### config.mk
export PLATFORM = sky130hd
export DESIGN_NAME = serial_rx_param
export DESIGN_NICKNAME = d
export VERILOG_FILES = /design/src/rtl/serial_rx_param_pkg.sv /design/src/rtl/serial_rx_fifo.sv /design/src/rtl/serial_rx_param.sv
export SDC_FILE = /design/constraint.sdc
export NUM_CORES = 1
export LEC_CHECK = 0
export CELL_PAD_IN_SITES_DETAIL_PLACEMENT = 1
export CELL_PAD_IN_SITES_GLOBAL_PLACEMENT = 1
export CORE_UTILIZATION = 45
export CTS_CLUSTER_SIZE = 14
export DETAILED_ROUTE_END_ITERATION = 7
export MAX_ROUTING_LAYER = met4
export PLACE_DENSITY_LB_ADDON = 0.1
export REMOVE_ABC_BUFFERS = 1
export SYNTH_ARGS = -nofsm -noshare
export SYNTH_HDL_FRONTEND = slang
export SYNTH_SLANG_ARGS = --single-unit
### constraint.sdc
create_clock -name clk -period 3.3 [get_ports clk]
set_input_delay 0.66 -clock clk [delete_from_list [all_inputs] [get_ports clk]]
set_output_delay 0.66 -clock clk [all_outputs]
set_load 0.05 [all_outputs]
### src/rtl/serial_rx_param_pkg.sv
// Shared constants, FSM state encoding and sizing helper for the UART receiver.
package serial_rx_param_pkg;

   localparam int PARITY_NONE = 0;
   localparam int PARITY_ODD  = 1;
   localparam int PARITY_EVEN = 2;

   typedef enum logic [2:0] {
      ST_IDLE,
      ST_START,
      ST_DATA,
      ST_PARITY,
      ST_STOP,
      ST_BREAK
   } rx_state_t;

   // Bits needed to hold values 0..v-1, never less than one bit.
   function automatic int clog2(input int v);
      int r;
      r = 0;
      while ((1 << r) < v) r++;
      if (r == 0) r = 1;
      return r;
   endfunction

endpackage

### src/rtl/serial_rx_fifo.sv
// Synchronous receive FIFO with a registered head word that keeps its last value once drained.
module serial_rx_fifo
   import serial_rx_param_pkg::*;
#(
   parameter int WIDTH = 10,
   parameter int DEPTH = 4
) (
   input  logic             clk,
   input  logic             reset,
   input  logic             push,
   input  logic [WIDTH-1:0] din,
   input  logic             pop,
   output logic [WIDTH-1:0] dout,
   output logic             valid,
   output logic             drop
);

   localparam int AW   = clog2(DEPTH);
   localparam int CNTW = clog2(DEPTH + 1);
   localparam logic [CNTW-1:0] FULL = CNTW'(DEPTH);

   logic [WIDTH-1:0] mem [DEPTH];
   logic [AW-1:0]    wr_ptr, rd_ptr, rd_nx;
   logic [CNTW-1:0]  count, count_nx;
   logic             do_push, do_pop;

   // A full FIFO still accepts a word when the head leaves in the same cycle.
   assign do_pop   = pop && (count != '0);
   assign do_push  = push && ((count != FULL) || do_pop);
   assign rd_nx    = rd_ptr + AW'(do_pop);
   assign count_nx = count + CNTW'(do_push) - CNTW'(do_pop);
   assign valid    = (count != '0);

   always_ff @(posedge clk) begin
      if (do_push) mem[wr_ptr] <= din;
   end

   always_ff @(posedge clk) begin
      if (reset) begin
         wr_ptr <= '0;
         rd_ptr <= '0;
         count  <= '0;
         dout   <= '0;
         drop   <= 1'b0;
      end else begin
         wr_ptr <= wr_ptr + AW'(do_push);
         rd_ptr <= rd_nx;
         count  <= count_nx;
         drop   <= push && !do_push;
         // New head is the word being written now only when nothing older remains.
         if (count_nx != '0)
            dout <= (do_push && (rd_nx == wr_ptr)) ? din : mem[rd_nx];
      end
   end

endmodule

### src/rtl/serial_rx_param.sv
// UART receiver: synchroniser, 3-sample majority bit sampler, frame FSM and receive FIFO.
module serial_rx_param
   import serial_rx_param_pkg::*;
#(
   parameter int CLKS_PER_BIT = 694,
   parameter int DATA_BITS    = 8,
   parameter int PARITY       = 0,
   parameter int STOP_BITS    = 1,
   parameter int FIFO_DEPTH   = 4
) (
   input  logic                 clk,
   input  logic                 reset,
   input  logic                 rx,
   output logic [DATA_BITS-1:0] rx_data,
   output logic                 rx_perr,
   output logic                 rx_ferr,
   output logic                 rx_valid,
   input  logic                 rx_ready,
   output logic                 overrun,
   output logic                 busy
);

   localparam int CW = clog2(CLKS_PER_BIT);
   localparam int IW = clog2(DATA_BITS + 1);
   localparam int FW = DATA_BITS + 2;
   localparam logic [CW-1:0] CNT_LAST      = CW'(CLKS_PER_BIT - 1);
   localparam logic [CW-1:0] SMP_A         = CW'(CLKS_PER_BIT / 2 - 1);
   localparam logic [CW-1:0] SMP_B         = CW'(CLKS_PER_BIT / 2);
   localparam logic [CW-1:0] SMP_C         = CW'(CLKS_PER_BIT / 2 + 1);
   localparam logic [IW-1:0] IDX_DATA_LAST = IW'(DATA_BITS);
   localparam logic [IW-1:0] IDX_STOP_LAST = IW'(STOP_BITS - 1);

   rx_state_t            state, state_nx;
   logic                 sync1, rxs;
   logic [CW-1:0]        cnt;
   logic [IW-1:0]        idx;
   logic                 smp_a, smp_b;
   logic [DATA_BITS-1:0] shreg;
   logic                 perr, ferr;
   logic                 maj, decide, bit_end, push, ferr_fin, par_exp;
   logic [FW-1:0]        head;

   always_ff @(posedge clk) begin
      if (reset) begin
         sync1 <= 1'b1;
         rxs   <= 1'b1;
      end else begin
         sync1 <= rx;
         rxs   <= sync1;
      end
   end

   // The third sample is the live synchronised line, so the vote resolves at SMP_C.
   assign decide   = (cnt == SMP_C);
   assign bit_end  = (cnt == CNT_LAST);
   assign maj      = (smp_a & smp_b) | (smp_a & rxs) | (smp_b & rxs);
   assign ferr_fin = ferr | ~maj;
   assign par_exp  = (PARITY == PARITY_ODD) ? ~(^shreg) : (^shreg);
   assign busy     = (state != ST_IDLE);

   always_comb begin
      state_nx = state;
      push     = 1'b0;
      case (state)
         ST_IDLE:   if (!rxs) state_nx = ST_START;
         ST_START: begin
            if (decide && maj)  state_nx = ST_IDLE;
            else if (bit_end)   state_nx = ST_DATA;
         end
         ST_DATA: begin
            if (bit_end && (idx == IDX_DATA_LAST))
               state_nx = (PARITY != PARITY_NONE) ? ST_PARITY : ST_STOP;
         end
         ST_PARITY: if (bit_end) state_nx = ST_STOP;
         // Final stop bit completes the frame at its vote, without waiting for the bit end.
         ST_STOP: begin
            if (decide && (idx == IDX_STOP_LAST)) begin
               push     = 1'b1;
               state_nx = ferr_fin ? ST_BREAK : ST_IDLE;
            end
         end
         ST_BREAK:  if (rxs) state_nx = ST_IDLE;
         default:   state_nx = ST_IDLE;
      endcase
   end

   always_ff @(posedge clk) begin
      if (reset) state <= ST_IDLE;
      else       state <= state_nx;
   end

   always_ff @(posedge clk) begin
      if (reset || (state == ST_IDLE)) cnt <= '0;
      else if (bit_end)                cnt <= '0;
      else                             cnt <= cnt + 1'b1;
   end

   // idx counts data bits in DATA and stop bits in STOP; cleared on every state change.
   always_ff @(posedge clk) begin
      if (reset || (state != state_nx))                          idx <= '0;
      else if (decide && ((state == ST_DATA) || (state == ST_STOP))) idx <= idx + 1'b1;
   end

   always_ff @(posedge clk) begin
      if (cnt == SMP_A) smp_a <= rxs;
      if (cnt == SMP_B) smp_b <= rxs;
      if ((state == ST_DATA) && decide) shreg <= {maj, shreg[DATA_BITS-1:1]};
      if (state == ST_IDLE) begin
         perr <= 1'b0;
         ferr <= 1'b0;
      end else begin
         if ((state == ST_PARITY) && decide) perr <= (maj != par_exp);
         if ((state == ST_STOP) && decide)   ferr <= ferr_fin;
      end
   end

   serial_rx_fifo #(
      .WIDTH (FW),
      .DEPTH (FIFO_DEPTH)
   ) u_fifo (
      .clk   (clk),
      .reset (reset),
      .push  (push),
      .din   ({perr, ferr_fin, shreg}),
      .pop   (rx_ready),
      .dout  (head),
      .valid (rx_valid),
      .drop  (overrun)
   );

   assign rx_perr = head[FW-1];
   assign rx_ferr = head[FW-2];
   assign rx_data = head[DATA_BITS-1:0];

endmodule

Fig. 1: run 1, clock routing
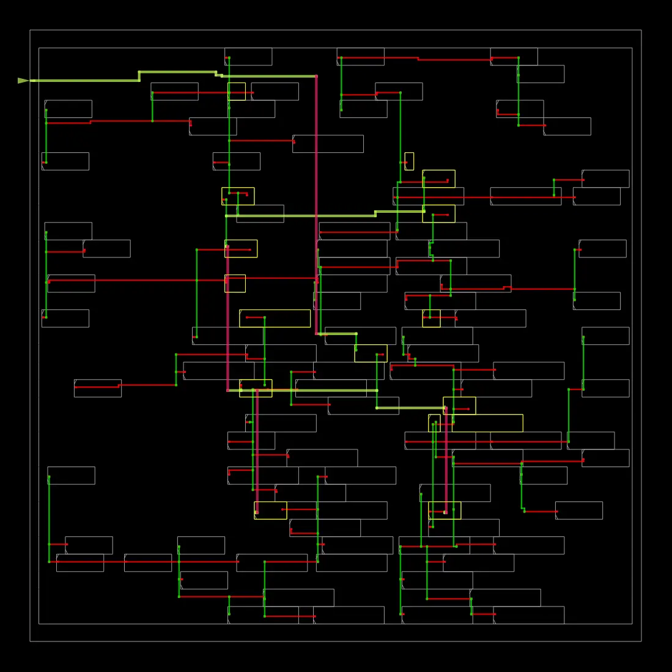
clock sinks: 89
CLK BUF: 9
CTS Buf Count: 9
Worst Clk Skew: 9.75 ps
registers: 89

Fig. 2: run 1, local utilization
Scale: 3 px per um. 10 x 10 tiles, from dark purple (low) to yellow (high), 0 to 100% covered.
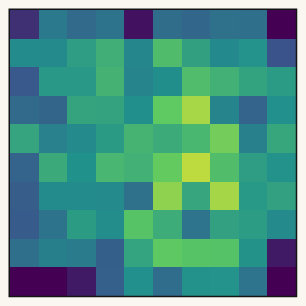
nearly empty tiles = 4.0%
mean over tiles = 48%
densest ninth of the die = centre
Util after Layout: 54.4%
FP Core Util: 47.2%
core area: 0.00830 sq mm

==> results.ini, run 1 <==
[outcome]
outcome = finished clean

[synth]
ys_ff = 89
edf_count = 50
synth_warnings = 0
ys_area_sq_mm = 0.00392
flop_cell = edfxtp_1
synthTopCellsByArea = edfxtp_1 (38%), dfxtp_1 (20%), mux4_2 (5.8%), ha_1 (3.2%), xor2_1 (3.1%)

[worst_setup_path]
crit_slowest_cell = or4b_2
cp_top_family = simple AND/OR/NAND/NOR gates
worstReg2RegEnd = u_fifo.dout[4]$_SDFFE_PP0P_
crit_cells = 12
critPathCaptureType = flop

[pwr]
swShare_pct = 33.3
pg_clk_uw = 816
p_total_mw = 3.42
vdd_drop_max_mv = 0.358

[finish]
top_register = u_fifo.mem
mi_logic_area_sq_mm = 0.00154
logic_gates = 185
final-nonclk-buf-share_pct = 6.59
num-nonclk-inverters = 13

[global_route]
grt_pass1_vias = 2405
grt_use_total_pct = 19.4
gr-usage-met3_pct = 3.83
antenna_found_initial = 0

[floorplanning]
dieWidth_um = 95.3

[flow_run]
drv_cap = 0

[cts]
ctsHoldBuffers = 0
post_cts_buffers = 0

[routing]
drtAntennaViolNets = 0

[placement]
port-buffer-count = 16

[sta]
timing.final.crit_period_ps = 2950
fin_hold_ws_ps = 423
finalHoldViolations = 0
fmax_mhz = 338

Fig. 3: run 1, selected gate families
Scale: 4 px per um.
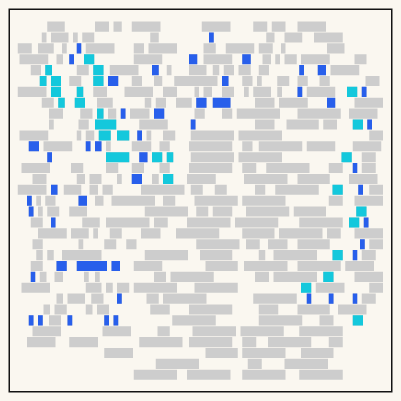
cyan -> aoi and oai cells  # cells 28, most used a211oi_1
blue -> nor cells  # cells 49, most used nor2_1, where spread over the die
Final Instance Count excl. Fillers: 439
combinational share of cell area: 34.1%
most frequent logic cell in the layout: edfxtp_1

run 1: how the worst min path moves through the flow:
stage | start | endpoint | slack, ps | depth (start not counted)
3_3_place_gp | sync1$_SDFF_PP1_ | rxs$_SDFF_PP1_ | 390 | 1
5_1_grt | sync1$_SDFF_PP1_ | rxs$_SDFF_PP1_ | 440 | 1
6_report | sync1$_SDFF_PP1_ | rxs$_SDFF_PP1_ | 420 | 1
3_5_place_dp | sync1$_SDFF_PP1_ | rxs$_SDFF_PP1_ | 400 | 1
4_1_cts | sync1$_SDFF_PP1_ | rxs$_SDFF_PP1_ | 430 | 1
2_1_floorplan | sync1$_SDFF_PP1_ | rxs$_SDFF_PP1_ | 390 | 1
==> run 2: changes to the inputs <==
--- a/config.mk
+++ b/config.mk
@@ -5,7 +5,7 @@
 export SDC_FILE = /design/constraint.sdc
 export NUM_CORES = 1
 export LEC_CHECK = 0
-export CELL_PAD_IN_SITES_DETAIL_PLACEMENT = 1
+export CELL_PAD_IN_SITES_DETAIL_PLACEMENT = 0
 export CELL_PAD_IN_SITES_GLOBAL_PLACEMENT = 1
 export CORE_UTILIZATION = 45
 export CTS_CLUSTER_SIZE = 14
@@ -13,6 +13,7 @@
 export MAX_ROUTING_LAYER = met4
 export PLACE_DENSITY_LB_ADDON = 0.1
 export REMOVE_ABC_BUFFERS = 1
+export SKIP_LAST_GASP = 1
 export SYNTH_ARGS = -nofsm -noshare
 export SYNTH_HDL_FRONTEND = slang
 export SYNTH_SLANG_ARGS = --single-unit
==> constraint.sdc (replaced) <==
create_clock -name clk -period 2.4 [get_ports clk]
set_input_delay 0.48 -clock clk [delete_from_list [all_inputs] [get_ports clk]]
set_output_delay 0.48 -clock clk [all_outputs]
set_load 0.05 [all_outputs]
==> run 2 against run 1 <==
Effect of this change:
- the flow now finishes with violations (setup timing)
- cell count rose by 9.6%
- utilization up 7.1 points
- clock-buffer cell count is 2 higher
- non-clock buffer count rose by 42
- sequential power increased by about 40%
- cell area grew 13%
- clock power rose by 29%
- die area stayed put
- via count is 5.8% higher
- register-to-register slack lost 620 ps
- combinational power grew 130%
==> results.ini, run 2 <==
[flow_run]
drv_cap = 0  ; unchanged
stage_log_warnings = 31  ; was 29

[worst_setup_path]
cp_top_family = buffers and inverters  ; was simple AND/OR/NAND/NOR gates
worstReg2RegEnd = u_fifo.dout[8]$_SDFFE_PP0P_  ; was u_fifo.dout[4]$_SDFFE_PP0P_
crit_slowest_cell = or4b_4  ; was or4b_2
rr_worst_depth = 13  ; was 12
critPathCaptureType = flop  ; unchanged
crit_cells = 13  ; was 12

[sta]
setup_viol = 10  ; was 0
fin_hold_ws_ps = 420  ; was 423 ps
finalWorstSetupSlack_ps = -270  ; was 345 ps
finalHoldViolations = 0  ; unchanged
finalMaxSlewViolations = 0  ; unchanged
clock_skew_ps = 13.0  ; was 9.75 ps
fmax_mhz = 375
timing.final.crit_period_ps = 2670

[synth]
synth-adder-area-share_pct = 3.96  ; unchanged
ys_ff = 89  ; unchanged
top_area_share_pct = 38.4  ; unchanged
synth_warnings = 0  ; unchanged
netlist_area_sq_mm = 0.00392  ; unchanged
synthTopCellsByArea = edfxtp_1 (38%), dfxtp_1 (20%), mux4_2 (5.8%), ha_1 (3.2%), xor2_1 (3.1%)  ; unchanged
ys_area_sq_mm = 0.00392  ; unchanged
edf_count = 50  ; unchanged

[cts]
cts.clk_slew.worst_paths_ps = 90  ; about the same
ctsHoldBuffers = 0  ; unchanged
numCtsBuffers = 9  ; unchanged
clkSinkCount = 89  ; unchanged
post_cts_buffers = 5  ; was 0

[placement]
port-buffer-count = 16  ; unchanged

[finish]
final_core_util_pct = 61.5  ; was 54.4%
diodes = 0  ; unchanged
final_common_cell = edfxtp_1  ; unchanged
top_register = u_fifo.mem  ; unchanged

[floorplanning]
rows = 33  ; unchanged
fp-utilization_pct = 47.2  ; unchanged
dieWidth_um = 95.3  ; unchanged

[worst_hold_path]
worstHoldStart = sync1$_SDFF_PP1_  ; unchanged
hold_depth = 1  ; unchanged
min_to = rxs$_SDFF_PP1_  ; unchanged

[pwr]
p_total_mw = 5.83  ; was 3.42 mW
cellLeakagePower_nw = 1.80  ; was 1.54 nW
vdd_drop_max_mv = 0.579  ; was 0.358 mV

[outcome]
outcome = complete, but fails checks  ; was finished clean
violations = setup timing

[global_route]
grt_pass1_vias = 2572  ; was 2405
antenna_found_initial = 0  ; unchanged

[routing]
drtAntennaViolNets = 0  ; unchanged
drt_first_pass_iters = 4  ; unchanged

run 2: cell counts after synthesis:
No cell type changed its count.
run 2: final cells by class:
class	count	area, sq um
Clock buffer	11	141
Clock inverter	5	62.6
Fill cell	654	3200
Inverter	13	51.3
Multi-Input combinational cell	185	1730
Sequential cell	89	2290
Tap cell	105	131
Timing Repair Buffer	73	696
run 2: per-layer routing:
layer	vias up	part of all wire (%)	track usage [%]
met5	-	0	-
met4	0	0.71	5.05
met3	5	2.1	5.02
met2	28	52	33.4
met1	1221	45	23.0
li1	1242	-	-
run 2: where the power goes:
group | total, mW | switching (mW) | internal (mW) | leakage (nW)
clock | 1.05 | 0.534 | 0.518 | 0.0966
sequential | 1.80 | 0.0826 | 1.72 | 0.765
combinational | 2.98 | 1.42 | 1.56 | 0.936
Fig. 4: run 2, selected gate families
Scale: 4 px per um.
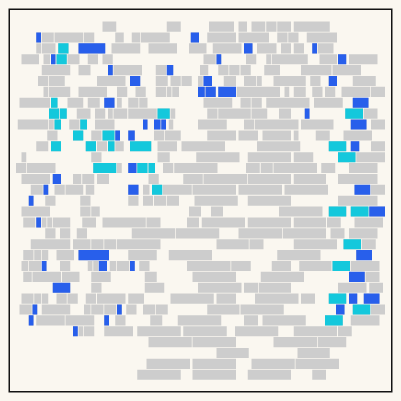
combinational share of cell area: 34.0%
Final Instance Count excl. Fillers: 481

No activity file was given, so power comes from the tool's default toggle rates.
